## config.mk

```make
export PLATFORM = sky130hd
export DESIGN_NAME = micro_run_ctrl
export DESIGN_NICKNAME = d
export VERILOG_FILES = /design/src/rtl/micro_run_ctrl.sv
export SDC_FILE = /design/constraint.sdc
export NUM_CORES = 1
export LEC_CHECK = 0
export ABC_AREA = 1
export CAP_MARGIN = 40
export CORE_ASPECT_RATIO = 1.25
export CORE_MARGIN = 8
export CORE_UTILIZATION = 45
export DETAILED_ROUTE_END_ITERATION = 8
export HOLD_SLACK_MARGIN = 0.1
export PLACE_DENSITY = 0.79
export SYNTH_ARGS = -nofsm -noshare
export SYNTH_HDL_FRONTEND = slang
export SYNTH_SLANG_ARGS = --single-unit
```

## constraint.sdc

```tcl
create_clock -name _iClk -period 1.7 [get_ports _iClk]
set_clock_uncertainty 0.05 [all_clocks]
set_input_delay 0.425 -clock _iClk [delete_from_list [all_inputs] [get_ports _iClk]]
set_output_delay 0.425 -clock _iClk [all_outputs]
set_load 0.005 [all_outputs]
```

## src/rtl/micro_run_ctrl.sv

```systemverilog
// Run controller for a small microcontroller: loads two operands into data RAM,
// releases the micro until it reaches a done PC (or times out), then reads back a 16-bit result.
module micro_run_ctrl #(
    parameter logic [7:0]  OPA_ADDR       = 8'h00,
    parameter logic [7:0]  OPB_ADDR       = 8'h01,
    parameter logic [7:0]  RES_LO_ADDR    = 8'h02,
    parameter logic [7:0]  RES_HI_ADDR    = 8'h03,
    parameter int unsigned TIMEOUT_CYCLES = 4096
) (
    input  logic        _iClk,
    input  logic        _iReset,
    input  logic        _iStart,
    input  logic [7:0]  _iOpA,
    input  logic [7:0]  _iOpB,
    input  logic [7:0]  _iDonePc,
    input  logic [7:0]  _iMicroInstAddr,
    input  logic [7:0]  _iMicroRamAddr,
    input  logic [7:0]  _iMicroRamWData,
    input  logic        _iMicroRamWrite,
    input  logic [7:0]  _iRamRData,
    output logic [7:0]  _oRamAddr,
    output logic [7:0]  _oRamWData,
    output logic        _oRamWrite,
    output logic        _oMicroReset,
    output logic        _oBusy,
    output logic        _oDone,
    output logic        _oTimeout,
    output logic [15:0] _oResult
);

    typedef enum logic [2:0] {
        IDLE  = 3'd0,
        WR_A  = 3'd1,
        WR_B  = 3'd2,
        RUN   = 3'd3,
        RD_LO = 3'd4,
        RD_HI = 3'd5,
        DONE  = 3'd6
    } state_e;

    localparam logic [15:0] TIMEOUT_LAST = 16'(TIMEOUT_CYCLES - 1);

    state_e      state_q, state_d;
    logic [7:0]  opA_q, opA_d;
    logic [7:0]  opB_q, opB_d;
    logic [7:0]  donePc_q, donePc_d;
    logic [15:0] count_q, count_d;
    logic [15:0] result_q, result_d;
    logic        timeout_q, timeout_d;
    logic        pcMatch;

    always_ff @(posedge _iClk) begin
        if (_iReset) begin
            state_q   <= IDLE;
            opA_q     <= 8'h00;
            opB_q     <= 8'h00;
            donePc_q  <= 8'h00;
            count_q   <= 16'h0000;
            result_q  <= 16'h0000;
            timeout_q <= 1'b0;
        end else begin
            state_q   <= state_d;
            opA_q     <= opA_d;
            opB_q     <= opB_d;
            donePc_q  <= donePc_d;
            count_q   <= count_d;
            result_q  <= result_d;
            timeout_q <= timeout_d;
        end
    end

    // The first two RUN cycles are masked so a stale PC left over from reset cannot end the run.
    assign pcMatch = (count_q >= 16'd2) && (_iMicroInstAddr == donePc_q);

    always_comb begin
        state_d      = state_q;
        opA_d        = opA_q;
        opB_d        = opB_q;
        donePc_d     = donePc_q;
        count_d      = count_q;
        result_d     = result_q;
        timeout_d    = timeout_q;
        _oRamAddr    = 8'h00;
        _oRamWData   = 8'h00;
        _oRamWrite   = 1'b0;
        _oMicroReset = 1'b1;
        _oDone       = 1'b0;

        case (state_q)
            IDLE: begin
                if (_iStart) begin
                    opA_d     = _iOpA;
                    opB_d     = _iOpB;
                    donePc_d  = _iDonePc;
                    result_d  = 16'h0000;
                    timeout_d = 1'b0;
                    state_d   = WR_A;
                end
            end
            WR_A: begin
                _oRamAddr  = OPA_ADDR;
                _oRamWData = opA_q;
                _oRamWrite = 1'b1;
                state_d    = WR_B;
            end
            WR_B: begin
                _oRamAddr  = OPB_ADDR;
                _oRamWData = opB_q;
                _oRamWrite = 1'b1;
                count_d    = 16'h0000;
                state_d    = RUN;
            end
            RUN: begin
                _oMicroReset = 1'b0;
                _oRamAddr    = _iMicroRamAddr;
                _oRamWData   = _iMicroRamWData;
                _oRamWrite   = _iMicroRamWrite;
                count_d      = count_q + 16'd1;
                // A match in the final allowed cycle still wins over the timeout.
                if (pcMatch) begin
                    state_d = RD_LO;
                end else if (count_q == TIMEOUT_LAST) begin
                    timeout_d = 1'b1;
                    state_d   = DONE;
                end
            end
            RD_LO: begin
                _oRamAddr      = RES_LO_ADDR;
                result_d[7:0]  = _iRamRData;
                state_d        = RD_HI;
            end
            RD_HI: begin
                _oRamAddr      = RES_HI_ADDR;
                result_d[15:8] = _iRamRData;
                state_d        = DONE;
            end
            DONE: begin
                _oDone  = 1'b1;
                state_d = IDLE;
            end
            default: begin
                state_d = IDLE;
            end
        endcase
    end

    assign _oBusy    = (state_q != IDLE);
    assign _oTimeout = timeout_q;
    assign _oResult  = result_q;

endmodule

```

logic_types.png
Scale bar: 20 um.
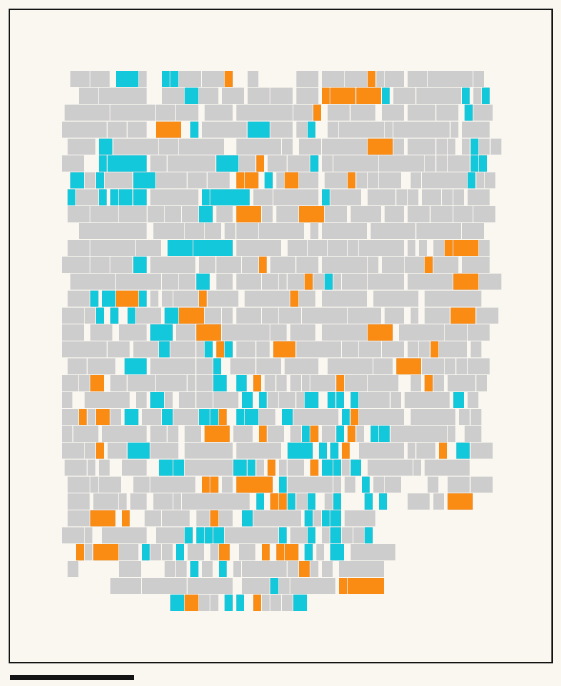
| colour | family | cells |
|---|---|---|
| orange | NOR gates | 69 |
| cyan | NAND gates | 116 |

congestion.png
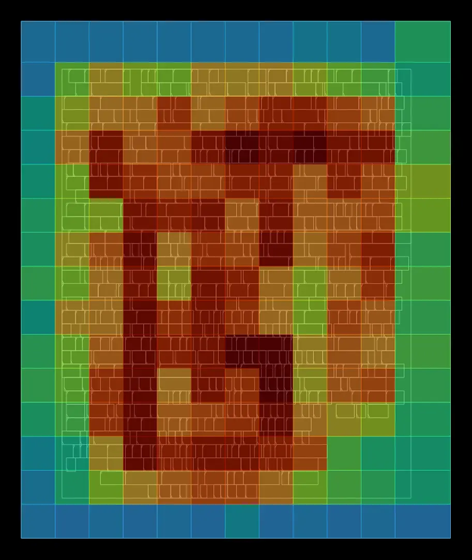
average wire length per cell after detail routing: 20.3 um
met3 capacity usage during global routing: 7.37%
final design utilization: 83.1%
GR Layer Usage met1: 23.4%

wires.png
Scale bar: 20 um.
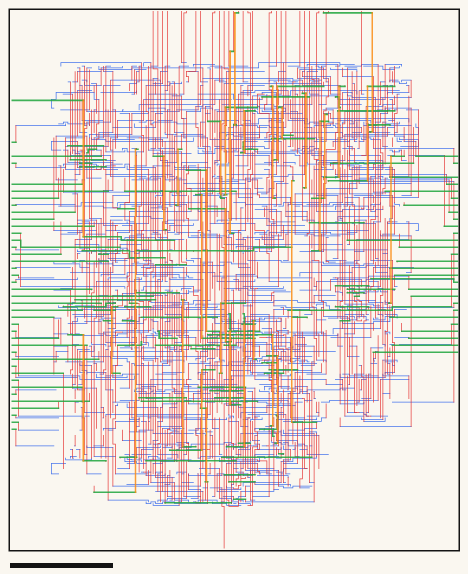
| colour | layer | wire length |
|---|---|---|
| red | metal 2 | 6680 um |
| blue | metal 1 | 4750 um |
| green | metal 3 | 1230 um |
| orange | metal 4 | 726 um |

==> impl_metrics.py <==
# Auto-generated metrics
metrics = {
    "clocking": {
        "path_clk_slew_ns": 0.07,
        "max_buffers_root_to_sink": 2,
        "hold_buffers": 0,
        "clock_tree.htree_level_count": 3,
        "post_cts_buffers": 14,
        "clock_insertion_delay_worst_skew_ns": 0.35,
    },
    "power": {
        "power_density_nw_per_um2": 1100,
        "dominant_power_group": "combinational logic",
        "intPower_mw": 3.65,
        "total_clock_network_power_mw": 1.46,
        "power.sequential.total_mw": 1.73,
        "vdd_drop_max_uv": 1070,
        "netSwitchingPower_mw": 2.00,
        "power.sequential.fraction_pct": 30.6,
        "power.leakage_nw": 2.25,
    },
    "synthesis": {
        "syn_nets": 478,
        "synthesis.area_per_instance_um2": 6.85,
        "yosysUniqueCellTypes": 24,
        "syn_inst": 416,
        "netlist.area_leader.share_pct": 42.2,
        "yosys-top-cells-area": "sky130_fd_sc_hd__dfxtp_1, sky130_fd_sc_hd__nand2_1, sky130_fd_sc_hd__nor2_1",
        "synth_flop_count": 60,
        "post_synthesis_cell_area_um2": 2850,
        "synth_area_leader_cell": "sky130_fd_sc_hd__dfxtp_1",
        "synth.yosys.chip_area_um2": 2850,
        "synth_stat.cells": 416,
        "synth_warnings": 0,
        "sequential_share_of_the_synthesized_area_pct": 42.2,
    },
    "critical_path": {
        "worstSetupEndpointType": "output pin",
        "regToRegSetupSlack_ns": -0.21,
        "r2r_start": "count_q[0]$_SDFFE_PP0P_",
        "timing.reg2reg.worst_path_depth": 8,
        "cp_common_cell": "sky130_fd_sc_hd__buf_6",
        "crit_path_start_kind": "flop",
        "cp_cell_sequence": "inv_2, nor3_4, buf_6, buf_6, clkinvlp_4, buf_6, nor2_1, buf_2",
        "worstPathBufferInverterCount": 6,
        "timing.critical_path.required_ns": 1.22,
        "criticalPathCategory": "reg2out",
        "worstPathArrival_ns": 1.71,
        "crit-reg2reg-capture": "count_q[12]$_SDFFE_PP0P_",
        "critPathMaxFanout": 5,
    },
    "worst_hold_path": {
        "hold_path.startpoint": "_oResult[1]$_SDFFE_PP0P_",
        "timing.hold.worst_path_depth": 2,
    },
    "final_layout": {
        "final_cells": 660,
        "fin_nets": 632,
        "share_of_post_route_cells_with_drive_strength_above_1_pct": 35.0,
        "antenna_cells_inserted": 0,
        "multi_input_comb_area_um2": 1810,
        "area_growth_syn_to_layout_pct": 79.8,
        "layout_top_cells": "sky130_fd_sc_hd__nand2_1, sky130_fd_sc_hd__clkdlybuf4s50_1, sky130_fd_sc_hd__dfxtp_1",
        "final_layout_top_logic_cell": "sky130_fd_sc_hd__nand2_1",
    },
    "placement": {
        "post_placement_cell_count": 617,
    },
    "timing": {
        "setup_violations": 65,
        "setup_tns_final_ns": -11.24,
        "rsz0062_at_grt": "yes",
        "final_hold_viol_count": 0,
        "worst_slew_pin_slew_ns": 0.333,
        "min_setup_slack_post_route_ns": -0.489,
        "whs_ns": 0.418,
        "slew_violations": 0,
        "fin_crit_sh_pct": 129,
        "timing.fmax_mhz": 457,
        "worst_slew_margin_rel_pct": 77.6,
    },
    "global_routing": {
        "global_route_overflow": 0,
        "busiest_layer": "met2",
        "grt.total_usage_pct": 21.1,
        "grtUsageMet2_pct": 36.7,
        "grt_start_max_net_pins": 26,
        "grt_antenna_before_repair": 0,
        "grt_first_pass_wirelength_um": 15700,
    },
    "job": {
        "warning_total_across_the_stage_logs": 30,
    },
    "floorplan": {
        "die_height_um": 105,
        "core_area_um2": 6170,
        "design.die.area_um2": 9150,
        "initCoreUtil_pct": 46.2,
        "dieWidth_um": 87.2,
        "io_pins": 97,
    },
    "route": {
        "detail_route.first_pass.iterations": 5,
        "route.top_layer_used": "met4",
        "dr.first_iter.drc_count": 358,
        "postRouteWirelength_um": 13400,
        "dr_total_vias": 3824,
        "number_of_antenna_violating_nets_in_the_routed_design": 0,
        "met1Wirelength_um": 4750,
    },
    "outcome": {
        "failed_checks": "negative setup slack",
        "outcome": "finished with violations",
    },
}
-- flip-flops by register name (all words and copies together), names as in the netlist --
signal     flops
donePc_q       8
_oTimeout      1
_oResult      16
state_q        3
count_q       16
opB_q          8
opA_q          8
-- layout make-up --
type	instances	area share, %
multi-input cells	293	35.3
repair buffers	158	30.8
flip-flops and latches	60	23.7
inverters	47	3.66
clock buffers	11	2.76
well taps	85	2.08
clock inverters	5	1.47
repair inverters	1	0.220
-- Yosys cell counts --
| master | count |
|---|---|
| sky130_fd_sc_hd__nand2_1 | 78 |
| sky130_fd_sc_hd__dfxtp_1 | 60 |
| sky130_fd_sc_hd__nor2_1 | 60 |
| sky130_fd_sc_hd__o21ai_0 | 44 |
| sky130_fd_sc_hd__a21oi_1 | 42 |
| sky130_fd_sc_hd__inv_1 | 42 |
| sky130_fd_sc_hd__nand3_1 | 25 |
| sky130_fd_sc_hd__nand4_1 | 12 |
| sky130_fd_sc_hd__buf_2 | 9 |
| sky130_fd_sc_hd__a22oi_1 | 8 |
| sky130_fd_sc_hd__clkbuf_1 | 7 |
| sky130_fd_sc_hd__inv_2 | 5 |
| sky130_fd_sc_hd__nor3_1 | 5 |
| sky130_fd_sc_hd__xnor2_1 | 5 |
| sky130_fd_sc_hd__ha_1 | 2 |
| sky130_fd_sc_hd__nor2_2 | 2 |
| sky130_fd_sc_hd__o211ai_1 | 2 |
| sky130_fd_sc_hd__or2_2 | 2 |
| sky130_fd_sc_hd__a2bb2oi_1 | 1 |
| sky130_fd_sc_hd__and2_1 | 1 |
| sky130_fd_sc_hd__nand2_2 | 1 |
| sky130_fd_sc_hd__nor2_4 | 1 |
| sky130_fd_sc_hd__nor3_4 | 1 |
| sky130_fd_sc_hd__o31ai_1 | 1 |
-- through the flow --
stage | util, % | setup slack (ns) | cell area [um2]
floorplan | - | 0.118 | 2850
global placement | 67.3 | -0.351 | 4150
detailed placement | 67.3 | -0.382 | 4150
CTS | 73.3 | -0.399 | 4520
global route | 83.1 | -0.526 | 5120
finish | 83.1 | -0.489 | 5120
-- worst max-delay path by stage --
stage	from	to	slack [ns]	depth (start not counted)
floorplan	state_q[0]$_SDFFE_PP0P_	_oRamAddr[2]	0.12	5
global placement	_iMicroRamAddr[0]	_oRamAddr[0]	-0.35	4
detailed placement	_iMicroRamAddr[0]	_oRamAddr[0]	-0.38	4
CTS	state_q[1]$_SDFFE_PP0P_	_oRamAddr[2]	-0.40	8
global route	state_q[1]$_SDFFE_PP0P_	_oRamAddr[2]	-0.53	8
finish	state_q[1]$_SDFFE_PP0P_	_oRamAddr[2]	-0.49	8
-- tightest hold or removal path: stages, from the launching register on --
cell	delay (ns)
sky130_fd_sc_hd__dfxtp_1	0.31
sky130_fd_sc_hd__nand2_1	0.07
sky130_fd_sc_hd__a21oi_2	0.05
-- cell families after synthesis --
kind of cell	Yosys count	share of synthesized area [%]
XOR/XNOR	5	1.54
AND-OR/OR-AND	98	18.3
flip-flops	60	42.2
AND/OR/NAND/NOR	188	28.4
buffers and inverters	63	8.70
adder cells (fa/ha/maj)	2	0.879
Power figures rest on the tool's default switching activity, not on a simulated workload.
